`src/rtl/multicycle_alu.sv`:
```
// multicycle_alu: MIPS execute-stage ALU; single-cycle logic/arith/LUI, iterative 1-bit/cycle SLL/SRL.
module multicycle_alu #(
  parameter int DATA_WIDTH = 32
) (
  input  logic                  clk,
  input  logic                  reset,
  input  logic                  start,
  input  logic [3:0]            ALUOperation,
  input  logic [DATA_WIDTH-1:0] A,
  input  logic [DATA_WIDTH-1:0] B,
  input  logic [4:0]            shamt,
  output logic                  busy,
  output logic                  done,
  output logic [DATA_WIDTH-1:0] ALUResult,
  output logic                  Zero,
  output logic                  illegal_op
);
  localparam int CW = $clog2(DATA_WIDTH);
  typedef enum logic [1:0] {IDLE, SHIFT, DONE} state_t;
  state_t                state;
  logic [DATA_WIDTH-1:0] work, shifted, op_res;
  logic [CW-1:0]         cnt;
  logic                  srl_q, legal, is_shift;
  assign legal    = !ALUOperation[3];
  assign is_shift = ALUOperation[3:1] == 3'b011;
  assign shifted  = srl_q ? work >> 1 : work << 1;
  always_comb
    op_res = ALUOperation[2:0] == 3'd0 ? A & B :
             ALUOperation[2:0] == 3'd1 ? A | B :
             ALUOperation[2:0] == 3'd2 ? ~(A | B) :
             ALUOperation[2:0] == 3'd3 ? A + B :
             ALUOperation[2:0] == 3'd4 ? A - B :
             ALUOperation[2:0] == 3'd5 ? B << 16 : B;
  assign busy = state == SHIFT;
  assign done = state == DONE;
  assign Zero = ALUResult == '0;
  always_ff @(posedge clk or negedge reset)
    if (!reset) begin
      state      <= IDLE;
      work       <= '0;
      cnt        <= '0;
      srl_q      <= 1'b0;
      ALUResult  <= '0;
      illegal_op <= 1'b0;
    end else if (state == SHIFT) begin
      work <= shifted;
      cnt  <= cnt - CW'(1);
      if (cnt == CW'(1)) begin
        ALUResult <= shifted;
        state     <= DONE;
      end
    end else if (start) begin
      // shamt==0 shifts fall through with op_res==B and finish in one cycle
      work       <= B;
      cnt        <= CW'(shamt);
      srl_q      <= ALUOperation[0];
      illegal_op <= !legal;
      if (is_shift && shamt != 5'd0) state <= SHIFT;
      else begin
        ALUResult <= legal ? op_res : '0;
        state     <= DONE;
      end
    end else begin
      illegal_op <= 1'b0;
      state      <= IDLE;
    end
endmodule

```
`config.mk`:
```
export PLATFORM = sky130hd
export DESIGN_NAME = multicycle_alu
export DESIGN_NICKNAME = d
export VERILOG_FILES = /design/src/rtl/multicycle_alu.sv
export SDC_FILE = /design/constraint.sdc
export NUM_CORES = 1
export LEC_CHECK = 0
export ABC_AREA = 0
export CAP_MARGIN = 25
export CORE_ASPECT_RATIO = 0.7
export CORE_MARGIN = 2
export CORE_UTILIZATION = 47
export CTS_CLUSTER_DIAMETER = 50
export DETAILED_ROUTE_END_ITERATION = 7
export GPL_ROUTABILITY_DRIVEN = 1
export MAX_ROUTING_LAYER = met4
export PLACE_DENSITY = 0.67
export SYNTH_ARGS = -nofsm -noshare
export SYNTH_HDL_FRONTEND = slang
export SYNTH_SLANG_ARGS = --single-unit
```
`constraint.sdc`:
```
create_clock -name clk -period 5.5 [get_ports clk]
set_input_delay 1.1 -clock clk [delete_from_list [all_inputs] [get_ports clk]]
set_output_delay 1.1 -clock clk [all_outputs]
set_load 0.02 [all_outputs]
```
**Congestion heat map**

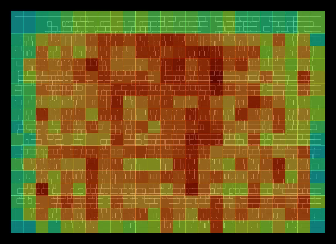
wire per inst: 25.0 um
met2 Usage GRT: 0.491
met1 usage: 0.610
met3 GRT Util: 0.132

==> reports/metrics.yaml <==
synthCells: 1299
cts_setup_buffers: 0
ys_ff: 73
cts.sinks: 73
reg2reg_from: "state[0]$_DFFE_PN0P_"
grt_pass1_wl_um: 61000
rrSetupSlack_ns: 1.95
numCtsBuffers: 9
lay_top_cells: "nor2_1 (123), a21oi_1 (120), o21ai_0 (120)"
tool_warnings: 90
slowest_stage: "clkdlybuf4s50_1"
start_kind: "primary input"
initCoreUtil: 0.479
drive_gt1_frac: 0.0748
power_frac_clock: 0.251
syn_avg_cell_area_um2: 7.30
status: "complete, no violations"
logic_area_mm2: 0.00690
path_buffers: 3
min_period_ns: 4.81
cp_common_cell: "inv_1"
cts_max_level: 3
drt_iter0_drc: 1818
globalplace.congestion: 1.06
ys_types: 71
fillerInstances: 1906
portBuffers: 111
ir_worst_vdd_mv: 0.155
end_kind: "flip-flop"
ys_seq_frac: 0.193
cts_tree: "built"
**Metal 3**

Scale: 1.5 px per um.
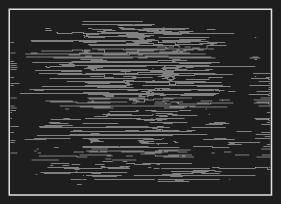
longest straight run: 123 um
share of all routed wire: 16%
wire length on this layer: 6,750 um
main direction: horizontal
nets with wire on the layer: 300
Total Wirelength: 41,500 um
DR vias: 10,787

Yosys cell counts, types with 6 or more instances:
cell type | number | area share
nor2_1 | 123 | 0.049
a21oi_1 | 120 | 0.063
o21ai_0 | 120 | 0.063
nand2_1 | 113 | 0.045
inv_1 | 112 | 0.044
ha_1 | 97 | 0.13
dfrtp_1 | 73 | 0.19
clkbuf_1 | 64 | 0.025
mux2i_1 | 51 | 0.054
nor3_1 | 33 | 0.017
a31oi_1 | 28 | 0.018
nand3_1 | 27 | 0.014
xnor2_1 | 23 | 0.021
mux2_2 | 21 | 0.025
o211ai_1 | 19 | 0.015
o221ai_1 | 18 | 0.017
a211oi_1 | 16 | 0.013
nor4_1 | 16 | 0.011
o21bai_1 | 16 | 0.013
nor2b_1 | 15 | 0.0099
a221oi_1 | 12 | 0.011
buf_1 | 11 | 0.0044
o2111ai_1 | 11 | 0.010
nand4_1 | 10 | 0.0066
o31ai_1 | 10 | 0.0079
xor2_1 | 10 | 0.0092
a21o_1 | 9 | 0.0071
buf_2 | 8 | 0.0042
nand2b_1 | 8 | 0.0053
o22ai_1 | 8 | 0.0053
o21a_1 | 7 | 0.0055
or3_1 | 6 | 0.0040
cell families after synthesis:
family / Yosys count / synth area share
xor+xnor: 33 / 0.0305
buf+inv: 197 / 0.0798
fa+ha+maj: 99 / 0.132
compound gates: 449 / 0.305
simple gates: 376 / 0.181
mux: 72 / 0.0788
flops: 73 / 0.193
power groups by stage:
stage	logic, W	clock network, W	registers (W)
global placement	0.00122	0	0.000751
finish	0.00128	0.000679	0.000752
CTS	0.00123	0.000681	0.000745
detailed placement	0.00123	0	0.000752
floorplan	0.000692	0	0.000779
global route	0.00136	0.000706	0.000762
registers in the layout (all words and copies together), names as in the netlist:
| signal | cells |
|---|---|
| illegal_op | 1 |
| work | 32 |
| srl_q | 1 |
| ALUResult | 32 |
| cnt | 5 |
| state | 2 |
worst max path at each step:
stage	from	to	slack (ns)
after floorplan	A[0]	ALUResult[24]$_DFFE_PN0P_	1.71
after global placement	B[5]	ALUResult[24]$_DFFE_PN0P_	0.55
after detailed placement	B[5]	ALUResult[24]$_DFFE_PN0P_	0.48
after CTS	B[5]	ALUResult[24]$_DFFE_PN0P_	0.83
after global routing	B[5]	ALUResult[24]$_DFFE_PN0P_	0.49
final	B[5]	ALUResult[24]$_DFFE_PN0P_	0.69
per-layer routing:
layer  part of all wire  up-vias  GRT usage  wire length [um]
li1                   -     4859          -                 -
met5                  0        -          -                 0
met1               0.46     5085      0.610             19100
met4              0.013        0     0.0609               548
met3               0.16       46      0.132              6750
met2               0.37      797      0.491             15200
stage by stage:
stage                     setup slack, ns  instance area (um^2)  std cells
after floorplan                      1.71                  9480       1299
after global placement              0.554                 10900       1643
after detailed placement            0.475                 10900       1643
after CTS                           0.825                 11300       1659
after global routing                0.487                 11300       1660
final                               0.692                 11300       1660
layout make-up:
type                    count  share of cell area
inverters                 113              0.0375
clock inverters             6             0.00996
flip-flops and latches     73               0.162
clock buffers              10              0.0203
well taps                 270              0.0299
repair buffers            159               0.130
multi-input cells        1029               0.610
Power is estimated from default activity; no workload was simulated.
